run_1/layer_met3.png
Drawn at 12 px/µm.
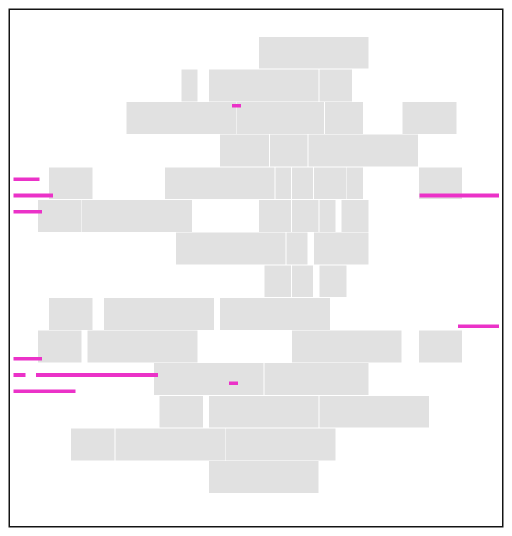
run_1/metal_density.png
Drawn at 6 px/µm. The die is cut into 8 by 9 equal tiles; dark purple is low, yellow is high, scaled to the fullest tile. Values are wire area over tile area, all layers added.
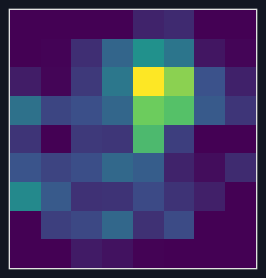
run_1/io_placement.png
Drawn at 8 px/µm. Pins as bars across the die edge, other pins in gray.
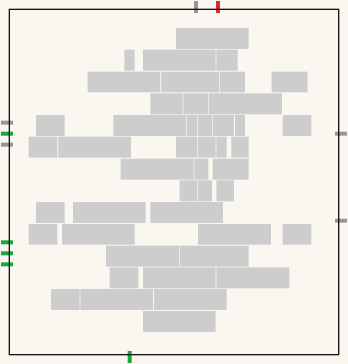
--- config.mk ---
export PLATFORM = sky130hd
export DESIGN_NAME = nor_nbx_filt
export DESIGN_NICKNAME = d
export VERILOG_FILES = /design/src/rtl/nor_nbx_filt.sv
export SDC_FILE = /design/constraint.sdc
export NUM_CORES = 1
export LEC_CHECK = 0
export CAP_MARGIN = 0
export CORE_AREA = 2 2 39 41
export CTS_BUF_LIST = sky130_fd_sc_hd__clkbuf_16
export DETAILED_ROUTE_END_ITERATION = 12
export DIE_AREA = 0 0 41 43
export SLEW_MARGIN = 5
export SYNTH_ARGS = -nofsm -noshare
export SYNTH_HDL_FRONTEND = slang
export SYNTH_SLANG_ARGS = --single-unit
export TNS_END_PERCENT = 1
--- constraint.sdc ---
create_clock -name C -period 1.7 [get_ports C]
set_input_delay 0.17 -clock C [delete_from_list [all_inputs] [get_ports C]]
set_output_delay 0.17 -clock C [all_outputs]
set_load 0.05 [all_outputs]
--- src/rtl/nor_nbx_filt.sv ---
// nor_nbx_filt
// Qualifies a bundle of raw (possibly asynchronous) status inputs into one clean
// decode flag. Each input is optionally inverted, synchronised into the clock
// domain, reduced with NOR (or OR), and then passed through a consecutive-sample
// stability filter before reaching the registered output O. CHG pulses for one
// cycle whenever O toggles.
module nor_nbx_filt #(
    parameter int                 WIDTH       = 5,
    parameter logic [WIDTH-1:0]   INV_MASK    = WIDTH'(5'b00111),
    parameter bit                 MODE        = 1'b0,
    parameter int                 SYNC_STAGES = 2,
    parameter int                 FILTER      = 4
) (
    input  logic             C,
    input  logic             CLRN,
    input  logic             CE,
    input  logic [WIDTH-1:0] I,
    output logic             O,
    output logic             O_RAW,
    output logic             CHG
);

    // Counter only has to reach FILTER-1, so clog2(FILTER) bits suffice; keep
    // at least one bit so the FILTER=1 case still has a legal vector.
    localparam int CW = (FILTER > 1) ? $clog2(FILTER) : 1;
    localparam logic [CW-1:0] CNT_LAST = CW'(FILTER - 1);

    // Output value the reduction produces when every synchronised input is 0.
    // Reset lands O here so that a quiet bus after reset causes no toggle.
    localparam logic F0 = MODE ? (|INV_MASK) : ~(|INV_MASK);

    // The filter has two states; the state is not stored separately but is
    // implied by whether the reduced value disagrees with the current output.
    typedef enum logic {
        ST_IDLE    = 1'b0,
        ST_PENDING = 1'b1
    } state_t;

    // ------------------------------------------------------------------
    // Elaboration-time parameter sanity check (simulation only).
    // ------------------------------------------------------------------
`ifndef SYNTHESIS
    generate
        if ((WIDTH < 2) || (WIDTH > 32) || (FILTER < 1) || (FILTER > 255) ||
            (SYNC_STAGES < 0) || (SYNC_STAGES > 3)) begin : g_bad_params
            // Stop the simulation immediately on an unsupported configuration.
            initial begin
                $display("nor_nbx_filt: illegal parameters WIDTH=%0d FILTER=%0d SYNC_STAGES=%0d",
                         WIDTH, FILTER, SYNC_STAGES);
                $finish;
            end
        end
    endgenerate
`endif

    // ------------------------------------------------------------------
    // Input synchroniser
    // ------------------------------------------------------------------
    logic [WIDTH-1:0] w_s;

    generate
        if (SYNC_STAGES == 0) begin : g_nosync
            // Inputs are already synchronous: feed them straight to the reduction.
            assign w_s = I;
        end else begin : g_sync
            logic [WIDTH-1:0] r_sync [SYNC_STAGES];

            // Shift register that runs every clock, independent of CE, so the
            // synchronised view of I is always current when CE returns.
            always_ff @(posedge C or negedge CLRN) begin
                if (!CLRN) begin
                    for (int k = 0; k < SYNC_STAGES; k++) begin
                        r_sync[k] <= '0;
                    end
                end else begin
                    r_sync[0] <= I;
                    for (int k = 1; k < SYNC_STAGES; k++) begin
                        r_sync[k] <= r_sync[k-1];
                    end
                end
            end

            assign w_s = r_sync[SYNC_STAGES-1];
        end
    endgenerate

    // ------------------------------------------------------------------
    // Per-bit inversion and reduction
    // ------------------------------------------------------------------
    logic [WIDTH-1:0] w_x;
    logic             w_raw;

    // Apply the inversion mask bit by bit before the reduction.
    generate
        for (genvar gi = 0; gi < WIDTH; gi++) begin : g_inv
            assign w_x[gi] = w_s[gi] ^ INV_MASK[gi];
        end
    endgenerate

    assign w_raw = MODE ? (|w_x) : ~(|w_x);
    assign O_RAW = w_raw;

    // ------------------------------------------------------------------
    // Stability filter
    // ------------------------------------------------------------------
    logic [CW-1:0] r_cnt;
    logic          r_o;
    logic          r_chg;

    state_t        w_state;
    logic [CW-1:0] w_cnt_next;
    logic          w_o_next;
    logic          w_chg_next;

    assign w_state = (w_raw == r_o) ? ST_IDLE : ST_PENDING;

    // Filter state register: O, the agreement counter and the change pulse.
    always_ff @(posedge C or negedge CLRN) begin
        if (!CLRN) begin
            r_cnt <= '0;
            r_o   <= F0;
            r_chg <= 1'b0;
        end else begin
            r_cnt <= w_cnt_next;
            r_o   <= w_o_next;
            r_chg <= w_chg_next;
        end
    end

    // Next-state logic: count consecutive disagreeing samples, toggle O once
    // FILTER of them have been seen, and drop the count on any agreeing sample.
    always_comb begin
        w_cnt_next = r_cnt;
        w_o_next   = r_o;
        w_chg_next = 1'b0;
        if (CE) begin
            unique case (w_state)
                ST_IDLE: begin
                    // Reduced value matches O: any partial count was a glitch.
                    w_cnt_next = '0;
                end
                ST_PENDING: begin
                    if (r_cnt == CNT_LAST) begin
                        w_o_next   = ~r_o;
                        w_cnt_next = '0;
                        w_chg_next = 1'b1;
                    end else begin
                        w_cnt_next = r_cnt + 1'b1;
                    end
                end
                default: begin
                    w_cnt_next = '0;
                end
            endcase
        end
    end

    assign O   = r_o;
    assign CHG = r_chg;

endmodule

==> impl_metrics.env, run 1 <==
# source this file to load flow results
export IMPL_grt_ovfl_total=0
export IMPL_finalNetCount=56
export IMPL_clk_latency_ps=240
export IMPL_setup_tns_ps=0
export IMPL_lay_top_cells="14 x dfrtp_1, 8 x clkdlybuf4s50_1, 3 x clkbuf_16"
export IMPL_synth_area_per_cell_um2=15.4
export IMPL_cts_tree="built"
export IMPL_postLayoutCoreUtil_pct=50.6
export IMPL_grt_max_degree=15
export IMPL_synth_area_um2=494
export IMPL_clock_sinks=14
export IMPL_cp_num_buf_inv=1
export IMPL_r2r_slack_ps=400
export IMPL_core_area_um2=1380
export IMPL_fill_cells=117
export IMPL_hold_buffers=0
export IMPL_cpMaxStageDelayCell="clkdlybuf4s50_1"
export IMPL_place_gp_congestion=0.690
export IMPL_top_cells_by_area="dfrtp_1 71%, nand4b_4 4.8%, ha_1 2.5%"
export IMPL_placed_area_um2=622
export IMPL_ctsLongestPathBuffers=2
export IMPL_ctsResizeCount=0
export IMPL_worstMarginPinSlew_ps=598
export IMPL_ys_warnings_count=0
export IMPL_status="completed"
export IMPL_synth_area_yosys_um2=494
export IMPL_post_cts_buffers=0
export IMPL_path_class="flip-flop to output port"
export IMPL_die_area_um2=1760
export IMPL_routed_via_count=307
export IMPL_layout_setup_ws_ps=192
export IMPL_end_kind="output port"
export IMPL_hpwl_um=561
export IMPL_wl_per_cell_um=11.8
export IMPL_drt_iter0_drc=0
export IMPL_hold_viol=0
export IMPL_power_density_nw_per_um2=1170
export IMPL_r2r_end="r_cnt[0]"
export IMPL_combGateArea_um2=140
export IMPL_period_used_pct=88.7
export IMPL_crit_fanout=1
export IMPL_top_area_share_pct=70.9
export IMPL_clk_pin_slew_ps=40
export IMPL_initCoreUtil_pct=35.7
export IMPL_antenna_found_initial=0
export IMPL_ys_cells=32
export IMPL_holdCritPathClass="primary input to async pin"
export IMPL_antenna_cells=0
export IMPL_ys_ff=14
export IMPL_ff2ff_path_depth=4
export IMPL_ir_drop_uv=916
export IMPL_numCtsBuffers=3
export IMPL_rsz0062_at_grt="no"
export IMPL_grt_total_usage_pct=11.6
-- layer_met3.png (at the start) --
share of all routed wire: 4.7%
nets with wire on the layer: 9
longest straight run: 9.90 µm
wire length on this layer: 34.3 µm
main direction: horizontal

-- metal_density.png (at the start) --
mean over tiles: 0.069
densest ninth of the die: center
tiles over half the peak: 8.3%
fullest tile: 0.37

-- io_placement.png (at the start) --
legend:
  red:
    port: `O`
    pins: 1
    direction: output
    edge: top
  green:
    port: `I`
    pins: 5
    direction: input
    edge: 4 left, 1 bottom
chip height: 43 µm
Die X: 41 µm

-- run 1: synth_stat cells (all sizes together) --
library cell / number
dfrtp: 14
o21ai: 1
a21oi: 1
nand2b: 2
nand3b: 1
inv: 1
ha: 1
nand4b: 1
nor2: 1
mux2: 1
o311ai: 1
nand2: 1
nor3b: 1
nand3: 1
o221ai: 1
or3: 2
o211ai: 1
-- run 1: report_power, final --
part           switching (µW)  total [µW]  internal (µW)
Clock                     120         430            309
Sequential               6.84         354            347
Combinational            14.2        34.3           20.1
-- run 1: worst register-to-register path, stage by stage, from the launching register on --
cell,delay [ps]
dfrtp_1,400
ha_1,240
nor3b_2,250
nand2b_1,90
o311ai_1,220
-- run 1: per-layer routing --
layer | up-vias | global-route usage [%] | wire (µm)
li1 | 146 | - | -
met2 | 10 | 16.6 | 384
met4 | 0 | 14.0 | 39
met1 | 147 | 12.5 | 274
met3 | 4 | 1.57 | 34
met5 | - | 0 | 0
-- run 1: flip-flops by register name (all words and copies together) (netlist names) --
| name | flops |
|---|---|
| CHG | 1 |
| w_s | 5 |
| r_cnt | 2 |
| O | 1 |
| g_sync.r_sync | 5 |
-- run 1: logic make-up after synthesis --
kind of cell / count (synthesis) / synth area share [%]
AND/OR/NAND/NOR: 10 / 16.5
AND-OR/OR-AND: 5 / 7.09
multiplexers: 1 / 2.28
adder cells (fa/ha/maj): 1 / 2.53
buffers and inverters: 1 / 0.759
flip-flops: 14 / 70.9
-- run 1: metrics by stage --
stage,cells,hold slack (ps)
4_1_cts,62,345
3_3_place_gp,58,332
2_1_floorplan,32,-126
3_5_place_dp,58,335
6_report,62,314
5_1_grt,62,346
-- run 1: worst max path at each step --
stage / cells past startpoint / slack [ps] / from / endpoint
4_1_cts: 1 / 190 / CHG / CHG
6_report: 1 / 190 / CHG / CHG
3_5_place_dp: 4 / 300 / CE / r_cnt[0]
2_1_floorplan: 3 / 50 / w_s[3] / r_cnt[1]
3_3_place_gp: 4 / 410 / CE / r_cnt[0]
5_1_grt: 1 / 150 / CHG / CHG
-- run 1: cell type report --
cell class	count	area share, %
inverter	1	0.536
sequential	14	50.0
tap	16	2.86
clock inverter	1	0.536
timing repair buffer	10	15.4
multi-input combinational	17	20.0
clock buffer	3	10.7
run_1/clocks.png
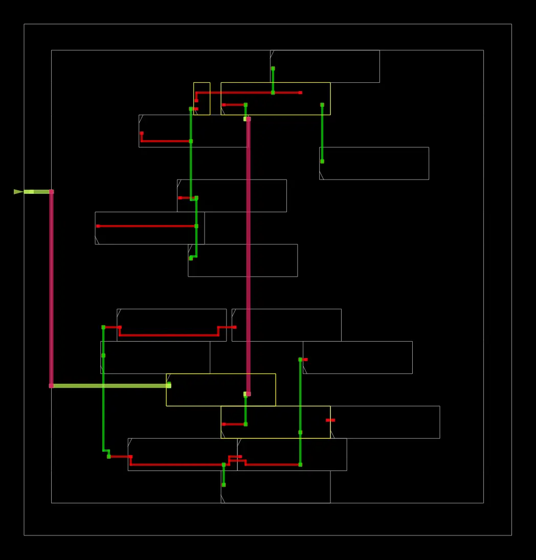

==> run 1 -> run 2 <==
--- a/config.mk
+++ b/config.mk
@@ -6,10 +6,11 @@
 export NUM_CORES = 1
 export LEC_CHECK = 0
 export CAP_MARGIN = 0
-export CORE_AREA = 2 2 39 41
+export CORE_AREA = 8 8 45 47
 export CTS_BUF_LIST = sky130_fd_sc_hd__clkbuf_16
 export DETAILED_ROUTE_END_ITERATION = 12
-export DIE_AREA = 0 0 41 43
+export DIE_AREA = 0 0 53 55
+export RECOVER_POWER = 100
 export SLEW_MARGIN = 5
 export SYNTH_ARGS = -nofsm -noshare
 export SYNTH_HDL_FRONTEND = slang
run_2/clocks.png
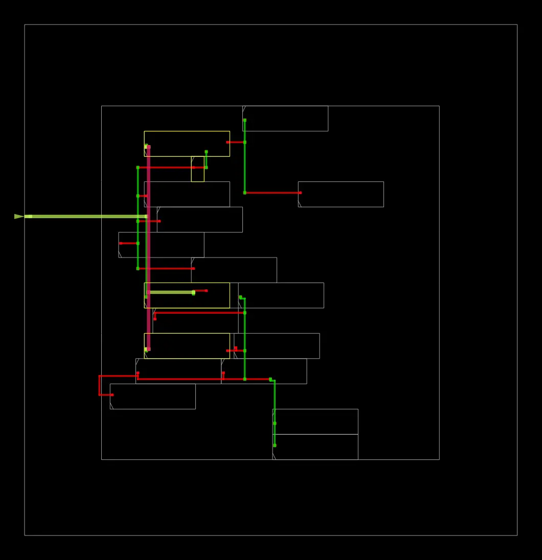
clock network power: 428 µW
clk latency late pin: 240 ps

run_2/layer_met3.png
Drawn at 8 px/µm.
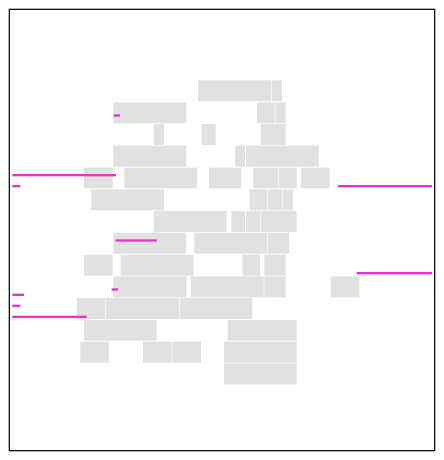
main direction: horizontal
nets with wire on the layer: 8
longest straight run: 12.6 µm
final wirelength: 859 µm
total number of vias: 312

==> impl_metrics.env, run 2 <==
# source this file to load flow results
export IMPL_clk_pin_slew_ps=40
export IMPL_cap_violations=0
export IMPL_synth_area_um2=494
export IMPL_ys_ff=14
export IMPL_die_area_um2=2920
export IMPL_synth_area_yosys_um2=494
export IMPL_viasPerCell=5.03
export IMPL_ys_warnings_count=0
export IMPL_hold_viol=0
export IMPL_p_leak_uw=0.000303
export IMPL_end_kind="output port"
export IMPL_rsz0062_at_grt="no"
export IMPL_path_class="flip-flop to output port"
export IMPL_power_density_nw_per_um2=1200
export IMPL_synth_edff_count=0
export IMPL_antenna_left=0
export IMPL_synth_top_cell_by_count="dfrtp_1"
export IMPL_top_cells_by_area="dfrtp_1 71%, nand4b_4 4.8%, ha_1 2.5%"
export IMPL_mux_share_pct=2.28
export IMPL_period_used_pct=93.8
export IMPL_fill_cells=118
export IMPL_wl_per_cell_um=13.9
export IMPL_synthSimpleGateAreaFrac_pct=16.5
export IMPL_ys_cells=32
export IMPL_post_cts_buffers=0
export IMPL_core_area_um2=1380
export IMPL_grt_ovfl_total=0
export IMPL_rows=14
export IMPL_crit_fanout=1
export IMPL_grt_max_degree=15
export IMPL_fp_nets=41
export IMPL_cpMaxStageDelayCell="dlygate4sd3_1"
export IMPL_ctsResizeCount=0
export IMPL_place_gp_congestion=0.682
export IMPL_cts_root_buffer="clkbuf_16"
export IMPL_synth_xor_area_share_pct=0
export IMPL_grt_total_usage_pct=6.66
export IMPL_initCoreUtil_pct=35.7
export IMPL_ys_top_logic_family="simple AND/OR/NAND/NOR gates"
export IMPL_area_growth_pct=37.0
export IMPL_ios=11
export IMPL_holdCritPathClass="flip-flop to flip-flop"
export IMPL_numCtsBuffers=3
export IMPL_combGateArea_um2=135
export IMPL_finClkSkew_ps=3.16
export IMPL_synthFlopType="dfrtp_1"
export IMPL_warning_count=26
export IMPL_ctsLongestPathBuffers=2
export IMPL_setup_tns_ps=0
export IMPL_synth_area_per_cell_um2=15.4
export IMPL_hpwl_um=710
export IMPL_top_area_share_pct=70.9
export IMPL_antenna_cells=0
export IMPL_clock_sinks=14
export IMPL_hold_buffers=0
export IMPL_fa_ha_area_share_pct=2.53
export IMPL_finalNetCount=56
export IMPL_worstHoldPathCells=0
export IMPL_crit_chain="dlygate4sd3_1"
export IMPL_drt_iter0_drc=4
export IMPL_ff2ff_path_depth=4
export IMPL_cp_num_buf_inv=1
export IMPL_worstMarginPinSlew_ps=611
export IMPL_ys_sh_aoi_pct=7.09
export IMPL_antenna_found_initial=0
export IMPL_lay_top_cells="14 x dfrtp_1, 7 x dlygate4sd3_1, 3 x clkbuf_16"
export IMPL_grt_pass1_vias=332
export IMPL_synthArstFlopShare_pct=100
export IMPL_start_kind="flip-flop"
export IMPL_p_total_uw=812
export IMPL_cts_tree="built"
export IMPL_status="completed"
export IMPL_critPathTopFamily="buffers and inverters"
export IMPL_common_cells="14 x dfrtp_1, 2 x nand2b_1, 2 x or3_1"
export IMPL_cp_depth=1
export IMPL_ir_drop_uv=751
run_2/io_placement.png
Drawn at 6 px/µm. Pins as bars across the die edge, other pins in gray.
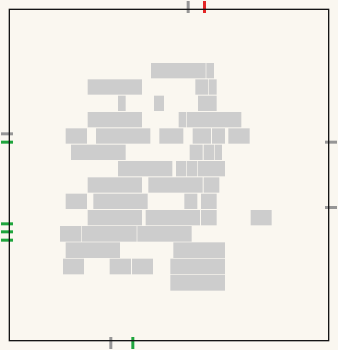
legend:
  green:
    port: `I`
    pins: 5
    direction: input
    edge: 4 left, 1 bottom
  red:
    port: `O`
    pins: 1
    direction: output
    edge: top
Die X: 53 µm
chip height: 55 µm
I/O Buffers: 10

-- run 2: netlist changes by cell type in the layout (fill, tap and decap cells not counted) --
cell	previous run	this run
dlygate4sd3_1	0	7
clkbuf_1	0	1
nor3b_2	1	0
nor3b_1	0	1
clkdlybuf4s50_1	8	1
buf_4	1	0
buf_12	1	0
clkbuf_2	0	1
-- run 2: worst paths after layout --
path	from	slack, ps	endpoint
worst max-delay path	CHG	110	CHG
worst min-delay path	g_sync.r_sync[5]	350	w_s[0]
worst max register to register	r_cnt[0]	360	r_cnt[0]
worst min register to register	g_sync.r_sync[5]	350	w_s[0]
max in group asynchronous	CLRN	920	r_cnt[1]
min in group asynchronous	CLRN	390	w_s[2]
-- run 2: cells by family (layout without fill, tap and decap cells) --
logic type / count (synthesis) / after routing
AND-OR/OR-AND: 5 / 5
adder cells (fa/ha/maj): 1 / 1
buffers and inverters: 1 / 15
flip-flops: 14 / 14
multiplexers: 1 / 1
AND/OR/NAND/NOR: 10 / 10
-- run 2: per-stage QoR --
step	cells	instance area, µm²	hold slack (ps)	util [%]	setup slack, ps
3_3_place_gp	58	622	332	44.9	405
6_report	62	677	346	48.9	105
5_1_grt	62	677	348	48.9	70.4
4_1_cts	62	701	335	50.6	157
3_5_place_dp	58	622	339	44.9	311
2_1_floorplan	32	494	-126	-	53.4
-- run 2: cell type report --
cell class              instances  share of cell area (%)
inverters                       1                   0.555
well taps                      16                    2.96
repair buffers                 10                    13.1
clock buffers                   3                    11.1
flip-flops and latches         14                    51.8
multi-input cells              17                    20.0
clock inverters                 1                   0.555
-- run 2: routing by layer --
layer	track usage (%)	share of wire [%]	up-vias
met5	0	0	-
met4	6.47	2.4	0
met3	2.14	5.8	3
met2	12.5	56	10
met1	5.24	36	156
li1	-	-	143
-- run 2: power by group --
part | switching (µW) | internal, µW | total [µW]
clock network | 119 | 309 | 428
logic | 13.9 | 15.8 | 29.6
registers | 7.06 | 347 | 354
==> run 2 -> run 3 <==
--- a/config.mk
+++ b/config.mk
@@ -8,6 +8,7 @@
 export CAP_MARGIN = 0
 export CORE_AREA = 8 8 45 47
 export CTS_BUF_LIST = sky130_fd_sc_hd__clkbuf_16
+export CTS_CLUSTER_SIZE = 24
 export DETAILED_ROUTE_END_ITERATION = 12
 export DIE_AREA = 0 0 53 55
 export RECOVER_POWER = 100
run_3/metal_density.png
Drawn at 4 px/µm. The die is cut into 11 by 11 equal tiles; dark purple is low, yellow is high, scaled to the fullest tile. Values are wire area over tile area, all layers added.
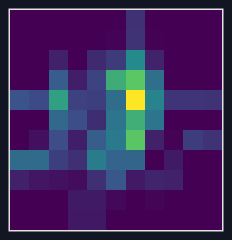
emptiest ninth of the die: lower right
tiles over half the peak: 5.0%
fullest tile: 0.38

run_3/io_placement.png
Drawn at 6 px/µm. Pins as bars across the die edge, other pins in gray.
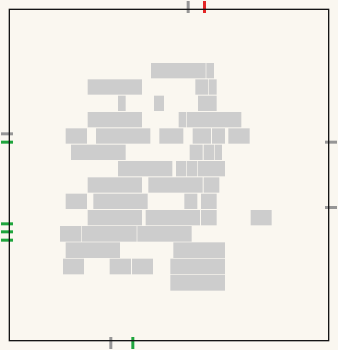
legend:
  red:
    port: `O`
    pins: 1
    direction: output
    edge: top
  green:
    port: `I`
    pins: 5
    direction: input
    edge: 4 left, 1 bottom
all pins by edge: 5 left, 2 right, 2 bottom, 2 top

==> impl_metrics.env, run 3 <==
# source this file to load flow results
export IMPL_rsz0062_at_grt="no"
export IMPL_numCtsBuffers=3
export IMPL_antenna_cells=0
export IMPL_cp_num_buf_inv=1
export IMPL_synth_area_um2=494
export IMPL_initCoreUtil_pct=35.7
export IMPL_postLayoutCoreUtil_pct=48.9
export IMPL_io_buffers=10
export IMPL_path_class="flip-flop to output port"
export IMPL_holdCritPathClass="flip-flop to flip-flop"
export IMPL_rows=14
export IMPL_ys_warnings_count=0
export IMPL_synth_area_per_cell_um2=15.4
export IMPL_clk_pin_slew_ps=40
export IMPL_common_cells="14 x dfrtp_1, 2 x nand2b_1, 2 x or3_1"
export IMPL_lay_top_cells="14 x dfrtp_1, 7 x dlygate4sd3_1, 3 x clkbuf_16"
export IMPL_grt_pass1_vias=332
export IMPL_cpMaxStageDelayCell="dlygate4sd3_1"
export IMPL_ctsResizeCount=0
export IMPL_ys_cells=32
export IMPL_die_w_um=53
export IMPL_synth_edff_count=0
export IMPL_ys_ff=14
export IMPL_synth_top_cell_by_count="dfrtp_1"
export IMPL_ir_drop_uv=751
export IMPL_core_area_um2=1380
export IMPL_wl_per_cell_um=13.9
export IMPL_synthArstFlopShare_pct=100
export IMPL_cts_tree="built"
export IMPL_wl_met1_um=306
export IMPL_hold_buffers=0
export IMPL_post_cts_buffers=0
export IMPL_cts_root_buffer="clkbuf_16"
export IMPL_hpwl_um=710
export IMPL_status="completed"
export IMPL_dp_cells=58
export IMPL_finClkSkew_ps=3.16
export IMPL_r2r_end="r_cnt[0]"
export IMPL_grt_ovfl_total=0
export IMPL_end_kind="output port"
export IMPL_die_area_um2=2920
export IMPL_routed_via_count=312
export IMPL_met2_length_um=481
export IMPL_clock_sinks=14
export IMPL_drt_iter0_drc=4
export IMPL_worstMarginPinSlew_ps=611
export IMPL_synthFlopType="dfrtp_1"
export IMPL_critPathTopFamily="buffers and inverters"
export IMPL_synth_area_yosys_um2=494
export IMPL_r2r_slack_ps=360
export IMPL_ff2ff_path_depth=4
export IMPL_routed_wl_um=859
export IMPL_hold_viol=0
export IMPL_crit_start="CHG"
run_3/placement_by_type.png
Drawn at 10 px/µm.
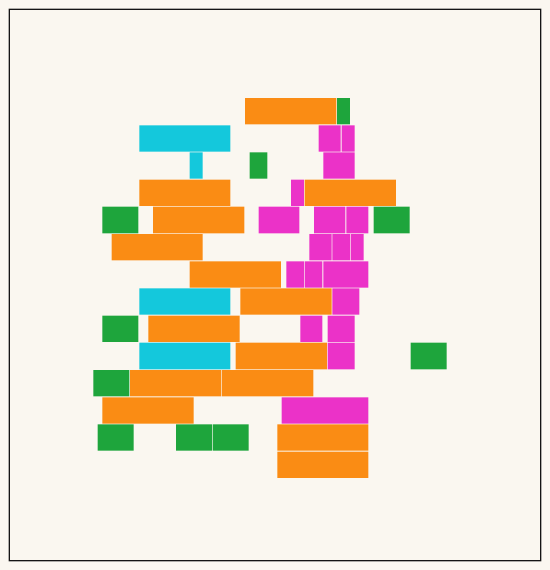
legend:
  orange:
    class: flops
    cells: 14
  magenta:
    class: combinational and other logic
    cells: 18
  cyan:
    class: clock drivers and dummy loads
    cells: 4
  green:
    class: other buffers and delay cells
    cells: 10

## run 3: cell counts in the layout (fill, tap and decap cells not counted)
No cell type changed its count.
## run 3: cells by family (layout without fill, tap and decap cells)
group / count (synthesis) / in the layout / synth area share [%]
compound gates: 5 / 5 / 7.09
buf+inv: 1 / 15 / 0.759
mux: 1 / 1 / 2.28
flops: 14 / 14 / 70.9
simple gates: 10 / 10 / 16.5
fa+ha+maj: 1 / 1 / 2.53
## run 3: metal layers
layer / track usage [%] / vias up
met5: 0 / -
met4: 6.47 / 0
met3: 2.14 / 3
met2: 12.5 / 10
met1: 5.24 / 156
li1: - / 143
## run 3: through the flow
step	instance area, µm²	setup WS, ps	hold WS (ps)	total power [µW]
floorplan	494	53.4	-126	366
global placement	622	405	332	391
detailed placement	622	311	339	395
CTS	701	157	335	827
global route	677	70.4	348	846
finish	677	105	346	812
## run 3: how the worst min path moves through the flow
stage / slack [ps] / cells after the start / start / endpoint
CTS: 330 / 1 / CLRN / w_s[2]
floorplan: -130 / 0 / CLRN / CHG
finish: 350 / 0 / g_sync.r_sync[5] / w_s[0]
detailed placement: 340 / 0 / g_sync.r_sync[5] / w_s[0]
global placement: 330 / 0 / g_sync.r_sync[7] / w_s[2]
global route: 350 / 0 / g_sync.r_sync[5] / w_s[0]
## run 3: area by class of cell
type                    instances  area (µm²)
repair buffers                 10        88.8
flip-flops and latches         14         350
inverters                       1        3.75
clock buffers                   3        75.1
fillers                       118         707
multi-input cells              17         135
clock inverters                 1        3.75
well taps                      16        20.0
## run 3: worst reg2reg max path, cell delays in order, from the launching register on
cell      delay (ps)
dfrtp_1          390
ha_1             230
nor3b_1          300
nand2b_1          90
o311ai_1         220
## run 3: power by group
part	switching (µW)	internal [µW]
clock	119	309
combinational	13.9	15.8
sequential	7.06	347
total	140	672
Power is estimated from default activity; no workload was simulated.
